Supply network:
Bar = 20 um. Pins as bars on the die edge.
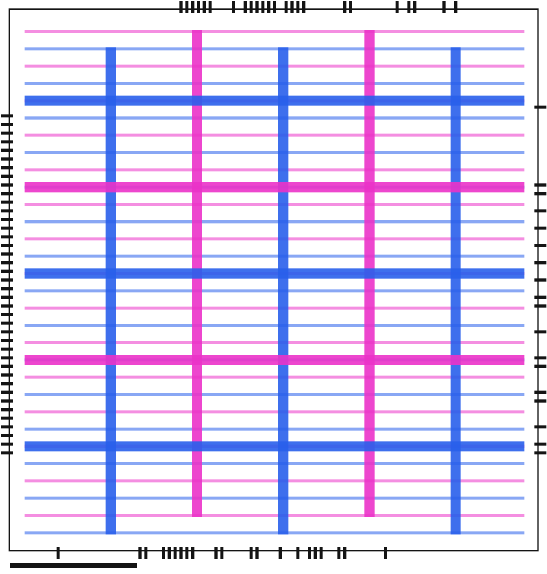
Placed cells, one color a class:
Bar = 20 um.
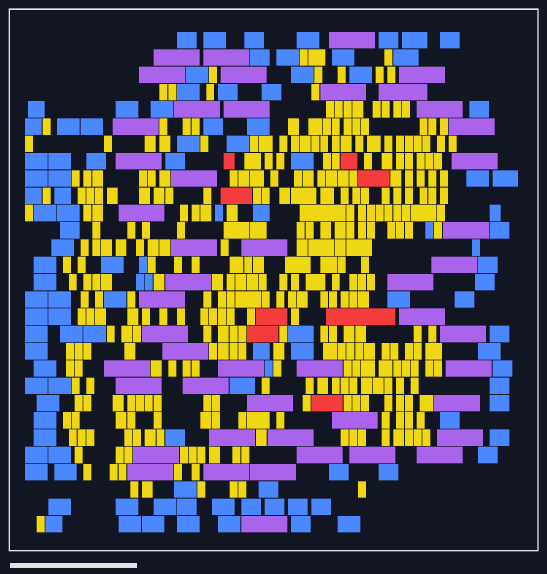
[src/rtl/sdram_cmd_fsm_pkg.sv]
// sdram_cmd_fsm_pkg: state codes, SDRAM command encodings and timing constants
package sdram_cmd_fsm_pkg;
  typedef enum logic [4:0] {
    I_POWON, I_PRE, I_PRE_TRP, I_AR0, I_AR0_TRFC,
    I_AR1, I_AR1_TRFC, I_MRS, I_MRS_TMRD, I_DONE
  } init_t;
  typedef enum logic [4:0] {
    S_IDLE, S_AR, S_TRFC, S_ACT, S_TRCD, S_WR,
    S_WR_DATA, S_TDAL, S_RD, S_CL, S_RD_DATA, S_RWAIT
  } work_t;
  // {cs_n, ras_n, cas_n, we_n}
  localparam logic [3:0] CMD_NOP  = 4'b0111;
  localparam logic [3:0] CMD_PRE  = 4'b0010;
  localparam logic [3:0] CMD_AREF = 4'b0001;
  localparam logic [3:0] CMD_MRS  = 4'b0000;
  localparam logic [3:0] CMD_ACT  = 4'b0011;
  localparam logic [3:0] CMD_RD   = 4'b0101;
  localparam logic [3:0] CMD_WR   = 4'b0100;
  localparam int TRP = 2, TRFC = 7, TMRD = 2, TRCD = 2, TCL = 3, TDAL = 3, R_BL = 8, W_BL = 8;
endpackage

[src/rtl/sdram_cmd_fsm_if.sv]
// sdram_cmd_fsm_if: user request/ack port plus the SDRAM command bus
interface sdram_cmd_fsm_if #(parameter int ROW_W = 12, COL_W = 9, BA_W = 2);
  localparam int AW = BA_W + ROW_W + COL_W;
  logic sdram_ref_req, sdram_ref_ack, sdram_wr_req, sdram_wr_ack, sdram_rd_req, sdram_rd_ack;
  logic [AW-1:0] wr_addr, rd_addr;
  logic sdram_cs_n, sdram_ras_n, sdram_cas_n, sdram_we_n;
  logic [BA_W-1:0] sdram_ba;
  logic [ROW_W-1:0] sdram_addr;
  modport master (
    output sdram_ref_req, sdram_wr_req, sdram_rd_req, wr_addr, rd_addr,
    input sdram_ref_ack, sdram_wr_ack, sdram_rd_ack,
    input sdram_cs_n, sdram_ras_n, sdram_cas_n, sdram_we_n, sdram_ba, sdram_addr
  );
  modport slave (
    input sdram_ref_req, sdram_wr_req, sdram_rd_req, wr_addr, rd_addr,
    output sdram_ref_ack, sdram_wr_ack, sdram_rd_ack,
    output sdram_cs_n, sdram_ras_n, sdram_cas_n, sdram_we_n, sdram_ba, sdram_addr
  );
endinterface

[src/rtl/sdram_cmd_fsm.sv]
// sdram_cmd_fsm: SDRAM power-up init sequence and refresh/write/read command arbitration
module sdram_cmd_fsm
  import sdram_cmd_fsm_pkg::*;
#(
  parameter int ROW_W = 12,
  parameter int COL_W = 9,
  parameter int BA_W = 2,
  parameter logic [ROW_W-1:0] MR_VAL = 'h033
) (
  input  logic clk,
  input  logic rst,
  input  logic done_200us,
  input  logic end_trp, end_trfc, end_tmrd, end_trcd, end_tcl,
  input  logic end_tread, end_twait, end_twrite, end_tdal,
  input  logic ref_domain,
  sdram_cmd_fsm_if.slave bus,
  output logic [4:0] init_state,
  output logic [4:0] work_state,
  output logic [4:0] cur_init_state,
  output logic [4:0] cur_work_state
);
  localparam logic [ROW_W-1:0] A10 = ROW_W'(1024);
  init_t init_q;
  work_t work_q;
  logic [3:0] cmd;
  logic [BA_W-1:0] ba_q, bank_q;
  logic [ROW_W-1:0] addr_q;
  logic [COL_W-1:0] col_q;
  logic wr_op;
  logic [BA_W+ROW_W+COL_W-1:0] req_addr;
  // column zero-extended onto the row bus with auto-precharge (A10) forced
  function automatic logic [ROW_W-1:0] col_addr(input logic [COL_W-1:0] c);
    col_addr = ROW_W'(c) | A10;
  endfunction
  assign req_addr = bus.sdram_wr_req ? bus.wr_addr : bus.rd_addr;
  assign init_state = init_q;
  assign work_state = work_q;
  assign {bus.sdram_cs_n, bus.sdram_ras_n, bus.sdram_cas_n, bus.sdram_we_n} = cmd;
  assign bus.sdram_ba = ba_q;
  assign bus.sdram_addr = addr_q;
  always_ff @(posedge clk) begin
    if (rst) begin
      init_q <= I_POWON;
      work_q <= S_IDLE;
      cur_init_state <= I_POWON;
      cur_work_state <= S_IDLE;
      cmd <= CMD_NOP;
      ba_q <= '0;
      addr_q <= '0;
      bank_q <= '0;
      col_q <= '0;
      wr_op <= 1'b0;
      bus.sdram_ref_ack <= 1'b0;
      bus.sdram_wr_ack <= 1'b0;
      bus.sdram_rd_ack <= 1'b0;
    end else begin
      cmd <= CMD_NOP;
      ba_q <= '0;
      addr_q <= '0;
      bus.sdram_ref_ack <= 1'b0;
      bus.sdram_wr_ack <= 1'b0;
      bus.sdram_rd_ack <= 1'b0;
      cur_init_state <= init_q;
      cur_work_state <= work_q;
      case (init_q)
        I_POWON: if (done_200us) begin init_q <= I_PRE; cmd <= CMD_PRE; addr_q <= A10; end
        I_PRE: init_q <= I_PRE_TRP;
        I_PRE_TRP: if (end_trp) begin init_q <= I_AR0; cmd <= CMD_AREF; end
        I_AR0: init_q <= I_AR0_TRFC;
        I_AR0_TRFC: if (end_trfc) begin init_q <= I_AR1; cmd <= CMD_AREF; end
        I_AR1: init_q <= I_AR1_TRFC;
        I_AR1_TRFC: if (end_trfc) begin init_q <= I_MRS; cmd <= CMD_MRS; addr_q <= MR_VAL; end
        I_MRS: init_q <= I_MRS_TMRD;
        I_MRS_TMRD: if (end_tmrd) init_q <= I_DONE;
        I_DONE: ;
        default: init_q <= I_POWON;
      endcase
      if (init_q == I_DONE) begin
        case (work_q)
          S_IDLE:
            if (bus.sdram_ref_req) begin
              work_q <= S_AR;
              cmd <= CMD_AREF;
              bus.sdram_ref_ack <= 1'b1;
            end else if (!ref_domain && (bus.sdram_wr_req || bus.sdram_rd_req)) begin
              work_q <= S_ACT;
              cmd <= CMD_ACT;
              wr_op <= bus.sdram_wr_req;
              bank_q <= req_addr[BA_W+ROW_W+COL_W-1 -: BA_W];
              col_q <= req_addr[COL_W-1:0];
              ba_q <= req_addr[BA_W+ROW_W+COL_W-1 -: BA_W];
              addr_q <= req_addr[COL_W +: ROW_W];
              bus.sdram_wr_ack <= bus.sdram_wr_req;
              bus.sdram_rd_ack <= !bus.sdram_wr_req;
            end
          S_AR: work_q <= S_TRFC;
          S_TRFC: if (end_trfc) work_q <= S_IDLE;
          S_ACT: work_q <= S_TRCD;
          S_TRCD:
            if (end_trcd) begin
              work_q <= wr_op ? S_WR : S_RD;
              cmd <= wr_op ? CMD_WR : CMD_RD;
              ba_q <= bank_q;
              addr_q <= col_addr(col_q);
            end
          S_WR: work_q <= S_WR_DATA;
          S_WR_DATA: if (end_twrite) work_q <= S_TDAL;
          S_TDAL: if (end_tdal) work_q <= S_IDLE;
          S_RD: work_q <= S_CL;
          S_CL: if (end_tcl) work_q <= S_RD_DATA;
          S_RD_DATA: if (end_tread) work_q <= S_RWAIT;
          S_RWAIT: if (end_twait) work_q <= S_IDLE;
          default: work_q <= S_IDLE;
        endcase
      end
    end
  end
endmodule

[src/flat_wrapper.sv]
// flat-port wrapper written by rule: the top's interface ports become plain ports
module sdram_cmd_fsm_flat import sdram_cmd_fsm_pkg::*;
#(
  parameter int ROW_W = 12,
  parameter int COL_W = 9,
  parameter int BA_W = 2,
  parameter logic [ROW_W-1:0] MR_VAL = 'h033
)
  (clk, rst, done_200us, end_trp, end_trfc, end_tmrd, end_trcd, end_tcl, end_tread, end_twait, end_twrite, end_tdal, ref_domain, init_state, work_state, cur_init_state, cur_work_state, bus_sdram_ref_req, bus_sdram_wr_req, bus_sdram_rd_req, bus_wr_addr, bus_rd_addr, bus_sdram_ref_ack, bus_sdram_wr_ack, bus_sdram_rd_ack, bus_sdram_cs_n, bus_sdram_ras_n, bus_sdram_cas_n, bus_sdram_we_n, bus_sdram_ba, bus_sdram_addr);
  sdram_cmd_fsm_if #(.ROW_W(ROW_W), .COL_W(COL_W), .BA_W(BA_W)) bus_i ();
  input  logic clk;
  input  logic rst;
  input  logic done_200us;
  input  logic end_trp;
  input  logic end_trfc;
  input  logic end_tmrd;
  input  logic end_trcd;
  input  logic end_tcl;
  input  logic end_tread;
  input  logic end_twait;
  input  logic end_twrite;
  input  logic end_tdal;
  input  logic ref_domain;
  output logic [4:0] init_state;
  output logic [4:0] work_state;
  output logic [4:0] cur_init_state;
  output logic [4:0] cur_work_state;
  input wire logic [$bits(bus_i.sdram_ref_req)-1:0] bus_sdram_ref_req;
  input wire logic [$bits(bus_i.sdram_wr_req)-1:0] bus_sdram_wr_req;
  input wire logic [$bits(bus_i.sdram_rd_req)-1:0] bus_sdram_rd_req;
  input wire logic [$bits(bus_i.wr_addr)-1:0] bus_wr_addr;
  input wire logic [$bits(bus_i.rd_addr)-1:0] bus_rd_addr;
  output wire logic [$bits(bus_i.sdram_ref_ack)-1:0] bus_sdram_ref_ack;
  output wire logic [$bits(bus_i.sdram_wr_ack)-1:0] bus_sdram_wr_ack;
  output wire logic [$bits(bus_i.sdram_rd_ack)-1:0] bus_sdram_rd_ack;
  output wire logic [$bits(bus_i.sdram_cs_n)-1:0] bus_sdram_cs_n;
  output wire logic [$bits(bus_i.sdram_ras_n)-1:0] bus_sdram_ras_n;
  output wire logic [$bits(bus_i.sdram_cas_n)-1:0] bus_sdram_cas_n;
  output wire logic [$bits(bus_i.sdram_we_n)-1:0] bus_sdram_we_n;
  output wire logic [$bits(bus_i.sdram_ba)-1:0] bus_sdram_ba;
  output wire logic [$bits(bus_i.sdram_addr)-1:0] bus_sdram_addr;
  assign bus_i.sdram_ref_req = bus_sdram_ref_req;
  assign bus_i.sdram_wr_req = bus_sdram_wr_req;
  assign bus_i.sdram_rd_req = bus_sdram_rd_req;
  assign bus_i.wr_addr = bus_wr_addr;
  assign bus_i.rd_addr = bus_rd_addr;
  assign bus_sdram_ref_ack = bus_i.sdram_ref_ack;
  assign bus_sdram_wr_ack = bus_i.sdram_wr_ack;
  assign bus_sdram_rd_ack = bus_i.sdram_rd_ack;
  assign bus_sdram_cs_n = bus_i.sdram_cs_n;
  assign bus_sdram_ras_n = bus_i.sdram_ras_n;
  assign bus_sdram_cas_n = bus_i.sdram_cas_n;
  assign bus_sdram_we_n = bus_i.sdram_we_n;
  assign bus_sdram_ba = bus_i.sdram_ba;
  assign bus_sdram_addr = bus_i.sdram_addr;
  sdram_cmd_fsm #(.ROW_W(ROW_W), .COL_W(COL_W), .BA_W(BA_W), .MR_VAL(MR_VAL)) u_core (.clk(clk), .rst(rst), .done_200us(done_200us), .end_trp(end_trp), .end_trfc(end_trfc), .end_tmrd(end_tmrd), .end_trcd(end_trcd), .end_tcl(end_tcl), .end_tread(end_tread), .end_twait(end_twait), .end_twrite(end_twrite), .end_tdal(end_tdal), .ref_domain(ref_domain), .bus(bus_i), .init_state(init_state), .work_state(work_state), .cur_init_state(cur_init_state), .cur_work_state(cur_work_state));
endmodule
[config.mk]
export PLATFORM = sky130hd
export DESIGN_NAME = sdram_cmd_fsm_flat
export DESIGN_NICKNAME = d
export VERILOG_FILES = /design/src/rtl/sdram_cmd_fsm_pkg.sv /design/src/rtl/sdram_cmd_fsm_if.sv /design/src/rtl/sdram_cmd_fsm.sv /design/src/flat_wrapper.sv
export SDC_FILE = /design/constraint.sdc
export NUM_CORES = 1
export LEC_CHECK = 0
export ABC_AREA = 1
export CORE_AREA = 2 2 81 83
export DETAILED_ROUTE_END_ITERATION = 10
export DIE_AREA = 0 0 83 85
export GPL_TIMING_DRIVEN = 0
export PLACE_DENSITY = 0.77
export SLEW_MARGIN = 20
export SYNTH_ARGS = -nofsm -noshare
export SYNTH_HDL_FRONTEND = slang
export SYNTH_SLANG_ARGS = --single-unit
[constraint.sdc]
create_clock -name clk -period 2.1 [get_ports clk]
set_clock_uncertainty 0.15 [all_clocks]
set_input_delay 0.63 -clock clk [delete_from_list [all_inputs] [get_ports clk]]
set_output_delay 0.63 -clock clk [all_outputs]
set_load 0.05 [all_outputs]
==> results.py <==
# Physical implementation metrics
metrics = {
    "status": {
        "outcome": "complete, no violations",
    },
    "floorplanning": {
        "fp_util": 0.407,
        "ios": 103,
        "die-area_um2": 7060,
    },
    "logic_synthesis": {
        "top_cells_by_area": "dfxtp_1 38%, nand2_1 21%, nor2_1 12%, nand3_1 4.6%, inv_1 4.5%",
        "yosysTopAreaCellShare": 0.380,
        "yosys_area_um2": 2530,
        "ys_cells": 405,
        "common_cells": "141 x nand2_1, 79 x nor2_1, 48 x dfxtp_1",
        "synth_seq_share": 0.380,
        "netlist_area_um2": 2530,
        "ys_sh_simple": 0.443,
        "edf_count": 0,
        "ys_sh_adder": 0,
        "netlist-cell-type-count": 27,
        "ys_sh_aoi": 0.0817,
        "top_cell": "nand2_1",
        "synthArstFlopShare": 0,
        "synth_area_leader_cell": "dfxtp_1",
        "ff_type": "dfxtp_1",
        "synthTopLogicFamily": "simple AND/OR/NAND/NOR gates",
    },
    "critical_path": {
        "worst_path_max_delay_cell": "dlygate4sd2_1",
        "crit_required_ns": 1.32,
        "cp_cell_sequence": "dlygate4sd2_1",
        "ff2ff_setup_slack_ns": 0.33,
        "reg2regPathDepth": 8,
        "max_stage_delay_ns": 0.55,
        "critPathKind": "flop to output pin",
        "crit_arrival_ns": 1.27,
        "startpoint": "u_core.init_state[0]",
        "start_kind": "flop",
        "cp-endpoint": "init_state[0]",
    },
    "finish": {
        "area_growth_pct": 46.0,
        "largest_register_ffs": 12,
        "diodes": 0,
        "lay_top_count": "nand2_1",
        "fillers": 610,
    },
    "placed_design": {
        "dpl_cell_area_um2": 3600,
        "place_hpwl_um": 5510,
        "dp_cells": 582,
        "gp_congestion": 0.916,
        "dp_slack_ns": -0.465,
    },
    "pwr": {
        "power.leakage_nw": 1.84,
        "switchingPower_mw": 1.64,
        "pwr-share-clk": 0.188,
        "p_seq_frac": 0.323,
    },
    "route": {
        "met3WireLength_um": 421,
        "drtAntennaViolNets": 0,
        "vias": 2792,
    },
    "clock_network": {
        "clkLatencyLatePin_ns": 0.30,
        "holdBufCountCts": 0,
        "clockBufferDepth": 2,
        "cts_setup_buffers": 0,
        "cts_sinks": 48,
        "h-tree-depth": 2,
    },
    "run": {
        "maxCapViolCount": 0,
        "warning_count": 26,
    },
    "global_routing": {
        "grt_pass1_vias": 2753,
        "antenna_found_initial": 0,
        "overflow": 0,
        "met3_usage": 0.0428,
    },
    "final_timing": {
        "worst_slew_pin_slew_ns": 0.539,
        "slew_headroom": 0.641,
        "fin_setup_tns_ns": 0,
        "rsz0062_at_grt": "no",
        "period_used_share": 0.978,
        "setup_slack_ns": 0.0455,
        "hold_viol_final": 0,
        "finalSetupViolCount": 0,
        "fmaxAchievable_mhz": 487,
    },
    "hold_path": {
        "min_path_type": "flop to flop",
        "worstHoldStart": "u_core.col_q[2]",
        "hold_end": "u_core.bus.sdram_addr[2]",
        "hold_path_depth": 2,
    },
}
About 'supply network':
color	net
magenta	VDD
blue	VSS
met5 straps	5
rows	29
signal pins	103
core box area: 6200 um^2
die width: 83 um
Max IR drop VDD: 0.653 mV
Die Y-Extent: 85 um

About 'placed cells, one color a class':
color	class	cells	share of their area
yellow	remaining logic cells	347	42%
red	clock drivers and dummy loads	8	3.1%
purple	registers	48	27%
blue	remaining buffers and delay cells	112	28%
sequential cell area share: 0.261
site row count: 29
Final Cell Area: 3690 um^2

[power groups by stage]
stage / clock network [mW] / registers (mW) / logic, mW
2_1_floorplan: 0 / 1.58 / 0.843
3_3_place_gp: 0 / 1.17 / 1.76
3_5_place_dp: 0 / 1.18 / 1.79
4_1_cts: 0.681 / 1.15 / 1.73
5_1_grt: 0.712 / 1.17 / 1.90
6_report: 0.670 / 1.15 / 1.74
[layout make-up]
class                   instances  area (um^2)  area share
multi-input cells             307         1350       0.366
clock inverters                 3         42.5      0.0115
flip-flops and latches         48          962       0.261
well taps                      77         96.3      0.0261
clock buffers                   5         68.8      0.0187
inverters                      40          150      0.0407
plain buffers                  14         86.3      0.0234
repair buffers                 98          933       0.253
Power figures rest on the tool's default switching activity, not on a simulated workload.
